## src/rtl/direct_cache_ctrl.sv

```systemverilog
// direct_cache_ctrl
//   Sequencing controller for a direct-mapped byte cache. Holds the tag/valid
//   arrays, decides hit/miss per CPU byte read, refills missing lines from main
//   memory beat by beat into an external data array, supports whole-cache
//   invalidate (flush) and keeps saturating hit/miss counters.
//
// Ports
//   clk_i, rst_ni            clock / asynchronous active-low reset
//   cpu_req_i, cpu_addr_i    CPU read request (held until ack) and byte address
//   cpu_ack_o, cpu_hit_o     one-cycle ack; hit flag valid with ack
//   flush_i                  invalidate-all request (pulse or level)
//   busy_o                   high whenever the controller is not idle
//   mem_req_o, mem_addr_o    line refill request and line-aligned address
//   mem_valid_i, mem_data_i  in-order refill beats, beat 0 first
//   arr_we_o ... arr_wdata_o data-array write port (one beat per cycle)
//   arr_rindex_o, arr_roffset_o  data-array read address (latched CPU address)
//   hit_cnt_o, miss_cnt_o    saturating event counters
module direct_cache_ctrl #(
    parameter int unsigned  TAG_W      = 16,
    parameter int unsigned  INDEX_W    = 8,
    parameter int unsigned  OFFSET_W   = 8,
    parameter int unsigned  BEAT_W     = 32,
    localparam int unsigned ADDR_W     = TAG_W + INDEX_W + OFFSET_W,
    localparam int unsigned BEATS      = ((2 ** OFFSET_W) * 8) / BEAT_W,
    localparam int unsigned BEAT_IDX_W = (BEATS > 1) ? $clog2(BEATS) : 1
) (
    input  logic                  clk_i,
    input  logic                  rst_ni,
    input  logic                  cpu_req_i,
    input  logic [ADDR_W-1:0]     cpu_addr_i,
    output logic                  cpu_ack_o,
    output logic                  cpu_hit_o,
    input  logic                  flush_i,
    output logic                  busy_o,
    output logic                  mem_req_o,
    output logic [ADDR_W-1:0]     mem_addr_o,
    input  logic                  mem_valid_i,
    input  logic [BEAT_W-1:0]     mem_data_i,
    output logic                  arr_we_o,
    output logic [INDEX_W-1:0]    arr_windex_o,
    output logic [BEAT_IDX_W-1:0] arr_wbeat_o,
    output logic [BEAT_W-1:0]     arr_wdata_o,
    output logic [INDEX_W-1:0]    arr_rindex_o,
    output logic [OFFSET_W-1:0]   arr_roffset_o,
    output logic [15:0]           hit_cnt_o,
    output logic [15:0]           miss_cnt_o
);

    localparam int unsigned LINES = 2 ** INDEX_W;

    typedef enum logic [2:0] {
        StIdle,
        StLookup,
        StRefill,
        StRespond,
        StFlush
    } state_e;

    state_e               state_q, state_d;
    logic [ADDR_W-1:0]    addr_q, addr_d;
    logic                 hit_q, hit_d;
    logic [BEAT_IDX_W-1:0] beat_q, beat_d;
    logic [INDEX_W-1:0]   fidx_q, fidx_d;
    logic                 fpend_q, fpend_d;
    logic                 mem_req_q, mem_req_d;
    logic [ADDR_W-1:0]    mem_addr_q, mem_addr_d;
    logic [15:0]          hit_cnt_q, hit_cnt_d;
    logic [15:0]          miss_cnt_q, miss_cnt_d;
    logic [LINES-1:0]     valid_q, valid_d;
    logic [TAG_W-1:0]     tag_q [LINES];
    logic                 tag_we;

    logic [TAG_W-1:0]     addr_tag;
    logic [INDEX_W-1:0]   addr_idx;
    logic [OFFSET_W-1:0]  addr_off;
    logic                 lookup_hit;

    assign addr_tag   = addr_q[ADDR_W-1 -: TAG_W];
    assign addr_idx   = addr_q[OFFSET_W +: INDEX_W];
    assign addr_off   = addr_q[OFFSET_W-1:0];
    // Valid gates the tag compare, so tags never need clearing.
    assign lookup_hit = valid_q[addr_idx] && (tag_q[addr_idx] == addr_tag);

    always_comb begin
        state_d    = state_q;
        addr_d     = addr_q;
        hit_d      = hit_q;
        beat_d     = beat_q;
        fidx_d     = fidx_q;
        fpend_d    = fpend_q;
        mem_req_d  = mem_req_q;
        mem_addr_d = mem_addr_q;
        hit_cnt_d  = hit_cnt_q;
        miss_cnt_d = miss_cnt_q;
        valid_d    = valid_q;
        tag_we     = 1'b0;

        unique case (state_q)
            StIdle: begin
                // Pending or fresh flush beats a simultaneous CPU request.
                if (flush_i || fpend_q) begin
                    state_d = StFlush;
                    fpend_d = 1'b0;
                    fidx_d  = '0;
                end else if (cpu_req_i) begin
                    addr_d  = cpu_addr_i;
                    state_d = StLookup;
                end
            end
            StLookup: begin
                if (lookup_hit) begin
                    hit_d   = 1'b1;
                    state_d = StRespond;
                    if (hit_cnt_q != 16'hFFFF) hit_cnt_d = hit_cnt_q + 16'd1;
                end else begin
                    hit_d      = 1'b0;
                    state_d    = StRefill;
                    beat_d     = '0;
                    mem_req_d  = 1'b1;
                    mem_addr_d = {addr_tag, addr_idx, {OFFSET_W{1'b0}}};
                    if (miss_cnt_q != 16'hFFFF) miss_cnt_d = miss_cnt_q + 16'd1;
                end
            end
            StRefill: begin
                if (mem_valid_i) begin
                    beat_d = beat_q + 1'b1;
                    // Line becomes valid only once the last beat is written.
                    if (beat_q == BEAT_IDX_W'(BEATS - 1)) begin
                        valid_d[addr_idx] = 1'b1;
                        tag_we            = 1'b1;
                        mem_req_d         = 1'b0;
                        state_d           = StRespond;
                    end
                end
            end
            StRespond: begin
                state_d = StIdle;
            end
            StFlush: begin
                valid_d[fidx_q] = 1'b0;
                fidx_d          = fidx_q + 1'b1;
                if (fidx_q == INDEX_W'(LINES - 1)) state_d = StIdle;
            end
            default: begin
                state_d = StIdle;
            end
        endcase

        // Flush arriving mid-transaction is remembered and run at the next idle.
        if (flush_i && (state_q != StIdle) && (state_q != StFlush)) fpend_d = 1'b1;
    end

    always_ff @(posedge clk_i or negedge rst_ni) begin
        if (!rst_ni) begin
            state_q    <= StIdle;
            addr_q     <= '0;
            hit_q      <= 1'b0;
            beat_q     <= '0;
            fidx_q     <= '0;
            fpend_q    <= 1'b0;
            mem_req_q  <= 1'b0;
            mem_addr_q <= '0;
            hit_cnt_q  <= '0;
            miss_cnt_q <= '0;
            valid_q    <= '0;
        end else begin
            state_q    <= state_d;
            addr_q     <= addr_d;
            hit_q      <= hit_d;
            beat_q     <= beat_d;
            fidx_q     <= fidx_d;
            fpend_q    <= fpend_d;
            mem_req_q  <= mem_req_d;
            mem_addr_q <= mem_addr_d;
            hit_cnt_q  <= hit_cnt_d;
            miss_cnt_q <= miss_cnt_d;
            valid_q    <= valid_d;
        end
    end

    always_ff @(posedge clk_i) begin
        if (tag_we) tag_q[addr_idx] <= addr_tag;
    end

    assign cpu_ack_o     = (state_q == StRespond);
    assign cpu_hit_o     = (state_q == StRespond) && hit_q;
    assign busy_o        = (state_q != StIdle);
    assign mem_req_o     = mem_req_q;
    assign mem_addr_o    = mem_addr_q;
    assign arr_we_o      = (state_q == StRefill) && mem_valid_i;
    assign arr_windex_o  = addr_idx;
    assign arr_wbeat_o   = beat_q;
    assign arr_wdata_o   = mem_data_i;
    assign arr_rindex_o  = addr_idx;
    assign arr_roffset_o = addr_off;
    assign hit_cnt_o     = hit_cnt_q;
    assign miss_cnt_o    = miss_cnt_q;

endmodule

```

## config.mk

```make
export PLATFORM = sky130hd
export DESIGN_NAME = direct_cache_ctrl
export DESIGN_NICKNAME = d
export VERILOG_FILES = /design/src/rtl/direct_cache_ctrl.sv
export SDC_FILE = /design/constraint.sdc
export NUM_CORES = 2
export LEC_CHECK = 0
export CAP_MARGIN = 15
export CORE_MARGIN = 2
export CORE_UTILIZATION = 25
export CTS_CLUSTER_DIAMETER = 100
export DETAILED_ROUTE_END_ITERATION = 12
export GPL_TIMING_DRIVEN = 0
export PLACE_DENSITY_LB_ADDON = 0.15
export SYNTH_ARGS = -nofsm -noshare
export SYNTH_HDL_FRONTEND = slang
export SYNTH_SLANG_ARGS = --single-unit
```

## constraint.sdc

```tcl
create_clock -name clk_i -period 5.9 [get_ports clk_i]
set_input_delay 0.885 -clock clk_i [delete_from_list [all_inputs] [get_ports clk_i]]
set_output_delay 0.885 -clock clk_i [all_outputs]
set_load 0.005 [all_outputs]
```

Fig. 1: wiring by layer
Drawn at 1 px/µm. Two of the layers only.
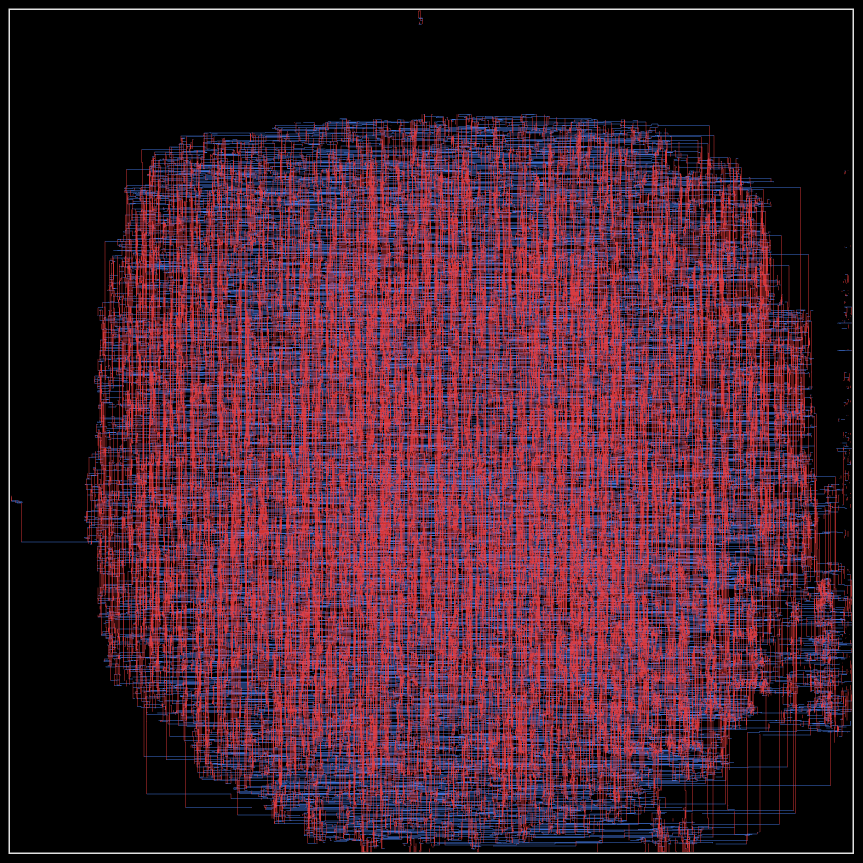
red -> met2  # wire length 448 mm
blue -> met1  # wire length 396 mm

Fig. 2: sequential cells grouped by signal name
Drawn at 1 px/µm. Other sequential cells in the stronger grey, the rest of the logic in the fainter grey.
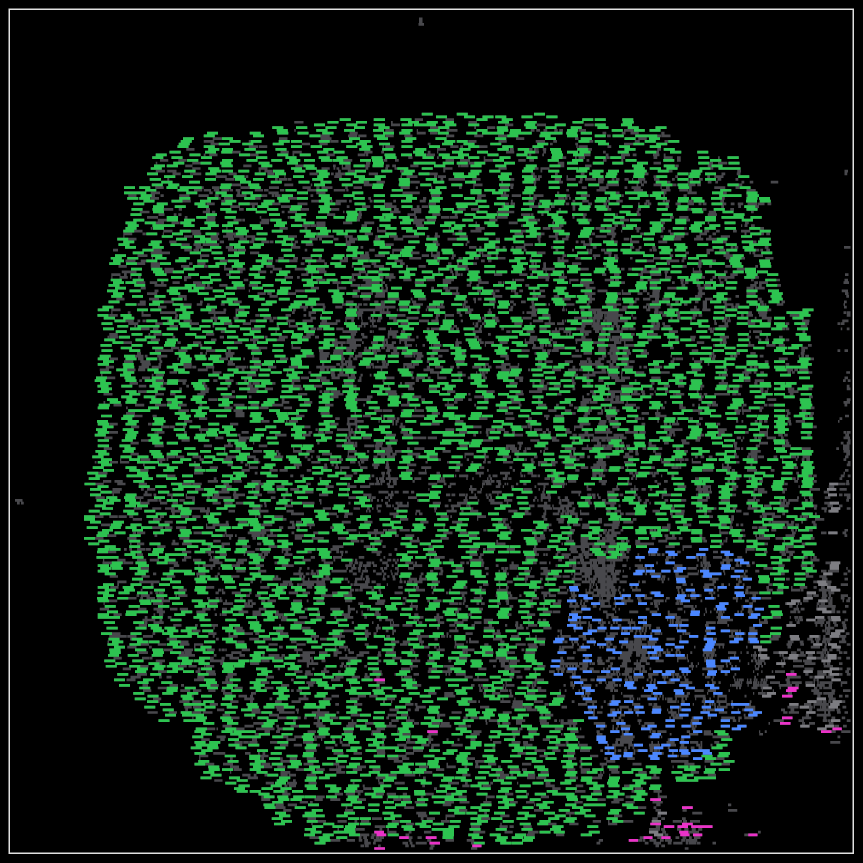
magenta -> addr_q  # sequential cells 32
green -> tag_q  # sequential cells 4096, where all over the die
blue -> valid_q  # sequential cells 256, where lower right
not coloured = 76
power drawn by the sequential cells: 40.5 mW
sequential cell area share: 0.5858
area of all sequential standard cells: 0.1322 mm²

==> notes.org <==
#+TITLE: Flow metrics

** Clock network
- In this run the clock root is driven by a sky130_fd_sc_hd__clkbuf_16.
- The H-tree was split into 6 levels.
- Number of buffers inserted during clock tree synthesis :: 527

** Route
- WL met3 :: 134900 µm
- Drt pass-1 iters :: 6
- In this run the remaining antenna-violating nets after routing total 0.
- The routed design uses 448100 µm of met2 wire.
- In the routed design, unresolved DRC markers number 0.
- Once iteration 0 of detailed routing completed, the report listed 24210 DRC markers.

** Final layout
- For this run, the share of the core covered by cells in the final layout is 0.3214.
- Post-route non-filler standard cell count :: 20430
- Ratio of cells with drive above 1 in the final layout :: 0.3126
- Final non-filler cell area :: 0.2257 mm²
- The final layout contains 10700 nets.

** Global route
- Pin count of the biggest net entering global routing :: 114
- The via count of the first global-routing pass was 105200.
- The initial antenna violation count came to 159.

** Status
- The run finished, with violations left.
- The checks that failed: negative setup slack.

** Power and ir drop
- For this design the static power due to leakage is 72.34 nW.
- The worst-case IR drop observed on VDD is 351.3 µV.
- Pwr dens :: 588.5 mW/mm²

** Die
- Initial core utilization :: 0.2504
- Die y size :: 842.6 µm
- Die x size :: 842.6 µm
- Core area :: 0.7021 mm²

** Critical path
- Required time worst endpoint :: 6850 ps
- In the setup report, the worst path falls into the class flip-flop to flip-flop.
- Depth of the most critical reg-to-reg path :: 20
- For reference, the critical path is launched at addr_q[9].
- Critical-path maximum fanout :: 12
- The worst register-to-register path has a setup slack of -430 ps.
- Startpoint type of the worst setup path :: flip-flop

** Placed design
- Per the post-place timing report, worst setup slack is -5125 ps.
- The congestion estimate from routability-driven global placement came to 1.008.
- Number of input and output port buffers inserted :: 159
- The post-placement cell area is 0.2010 mm².
- Total half-perimeter wirelength after legalization and detailed placement :: 763100 µm

** Synth
- Counting flops with a built-in enable in the synthesized netlist gives 4096.
- Averaged over all synthesized cells, the footprint is 19.18 µm².
- The cell-mix breakdown from Yosys lists the XOR/XNOR area share as 0.001893.
- Yosys stat cell total :: 9165
- Most used DFF post-synth :: sky130_fd_sc_hd__edfxtp_1

** Final timing
- Across all setup checks in the final design, the least slack found is -434.7 ps.
- Final tally of setup violations :: 423
- Maximum achievable frequency :: 157.9 MHz

** Min path
- HP Class :: input pin to async pin

** Flow run
- Number of max-cap violations :: 0
Fig. 3: cell classes on the final placement
Drawn at 1 px/µm.
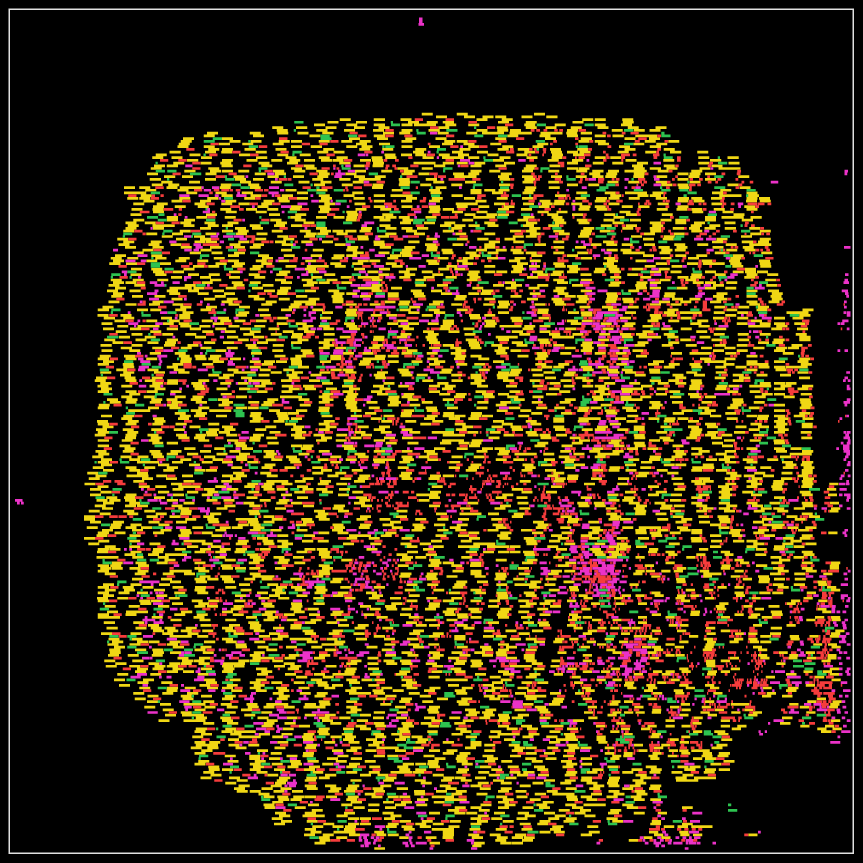
red -> all other logic  # cells 4047
green -> clock drivers and dummy loads  # cells 942
yellow -> flip-flops  # cells 4460
magenta -> other buffers and delay cells  # cells 1591

-- cell usage in the layout, fill, tap and decap left out, types with 117 or more instances in the layout --
cell                              count
sky130_fd_sc_hd__clkbuf_2           117
sky130_fd_sc_hd__clkbuf_16          545
sky130_fd_sc_hd__buf_16             225
sky130_fd_sc_hd__a22oi_1            355
sky130_fd_sc_hd__edfxtp_1          4096
sky130_fd_sc_hd__nand2_1            212
sky130_fd_sc_hd__buf_12             329
sky130_fd_sc_hd__o21ai_0            527
sky130_fd_sc_hd__nor2_4             236
sky130_fd_sc_hd__nand3_1            181
sky130_fd_sc_hd__clkdlybuf4s50_1    158
sky130_fd_sc_hd__clkbuf_1           234
sky130_fd_sc_hd__mux4_2             759
sky130_fd_sc_hd__dfrtp_1            341
sky130_fd_sc_hd__buf_4              371
sky130_fd_sc_hd__mux2i_1            674
-- layout make-up --
type	count	area [µm²]	share of cell area
Clock buffer	682	14170	0.06280
Sequential cell	4460	132200	0.5858
Multi-Input combinational cell	4029	43400	0.1923
Buffer	658	7585	0.03361
Antenna cell	86	215.2	0.0009537
Timing Repair Buffer	933	14050	0.06228
Inverter	18	83.83	0.0003715
Clock inverter	260	2335	0.01035
Tap cell	9300	11640	0.05156
-- routing by layer --
layer  vias to the layer above  track usage
met4                        32       0.2072
met3                      2425      0.09804
met1                     64280       0.3687
met5                         -            0
met2                     10540       0.4169
li1                      40690            -
-- flip-flops by register name (all words and copies together), names as in the netlist --
register and flops:
valid_q 256, fidx_q 8, mem_addr_o 24, tag_q 4096, hit_q 1, arr_wbeat_o 6, addr_q 32, mem_req_o 1
state_q 3, miss_cnt_o 16, fpend_q 1, hit_cnt_o 16
-- power by group --
| group | switching, mW | total (mW) | internal, mW |
|---|---|---|---|
| Combinational | 43.0 | 60.3 | 17.3 |
| Clock | 14.1 | 32.1 | 18.0 |
| Sequential | 1.25 | 40.5 | 39.2 |
| Total | 58.4 | 133 | 74.4 |
-- worst max-delay path, cell delays in order, from the launching register on --
cell and delay, ps:
sky130_fd_sc_hd__dfrtp_4 690, sky130_fd_sc_hd__buf_12 200, sky130_fd_sc_hd__buf_4 140, sky130_fd_sc_hd__buf_12 180, sky130_fd_sc_hd__buf_16 260, sky130_fd_sc_hd__buf_16 230
sky130_fd_sc_hd__buf_16 250, sky130_fd_sc_hd__buf_6 250, sky130_fd_sc_hd__buf_12 220, sky130_fd_sc_hd__mux4_2 410, sky130_fd_sc_hd__a22oi_2 480, sky130_fd_sc_hd__nand4_1 200
sky130_fd_sc_hd__a2bb2oi_2 380, sky130_fd_sc_hd__and4_1 300, sky130_fd_sc_hd__o2111ai_4 170, sky130_fd_sc_hd__buf_6 180, sky130_fd_sc_hd__nor4_4 320, sky130_fd_sc_hd__buf_12 190
sky130_fd_sc_hd__nor2_4 100, sky130_fd_sc_hd__buf_12 200, sky130_fd_sc_hd__mux2_4 290
-- what timing repair did --
| item | CTS | global route |
|---|---|---|
| buffers inserted | 201 | 90 |
| pin swaps | 50 | 30 |
| gates resized | 1112 | 110 |
| endpoints found under the setup margin | 3636 | 86 |
| gates cloned | 1 | 3 |
| hold endpoints to repair | 61 | 0 |
| hold buffers | 1 | 0 |
Power is estimated from default activity; no workload was simulated.
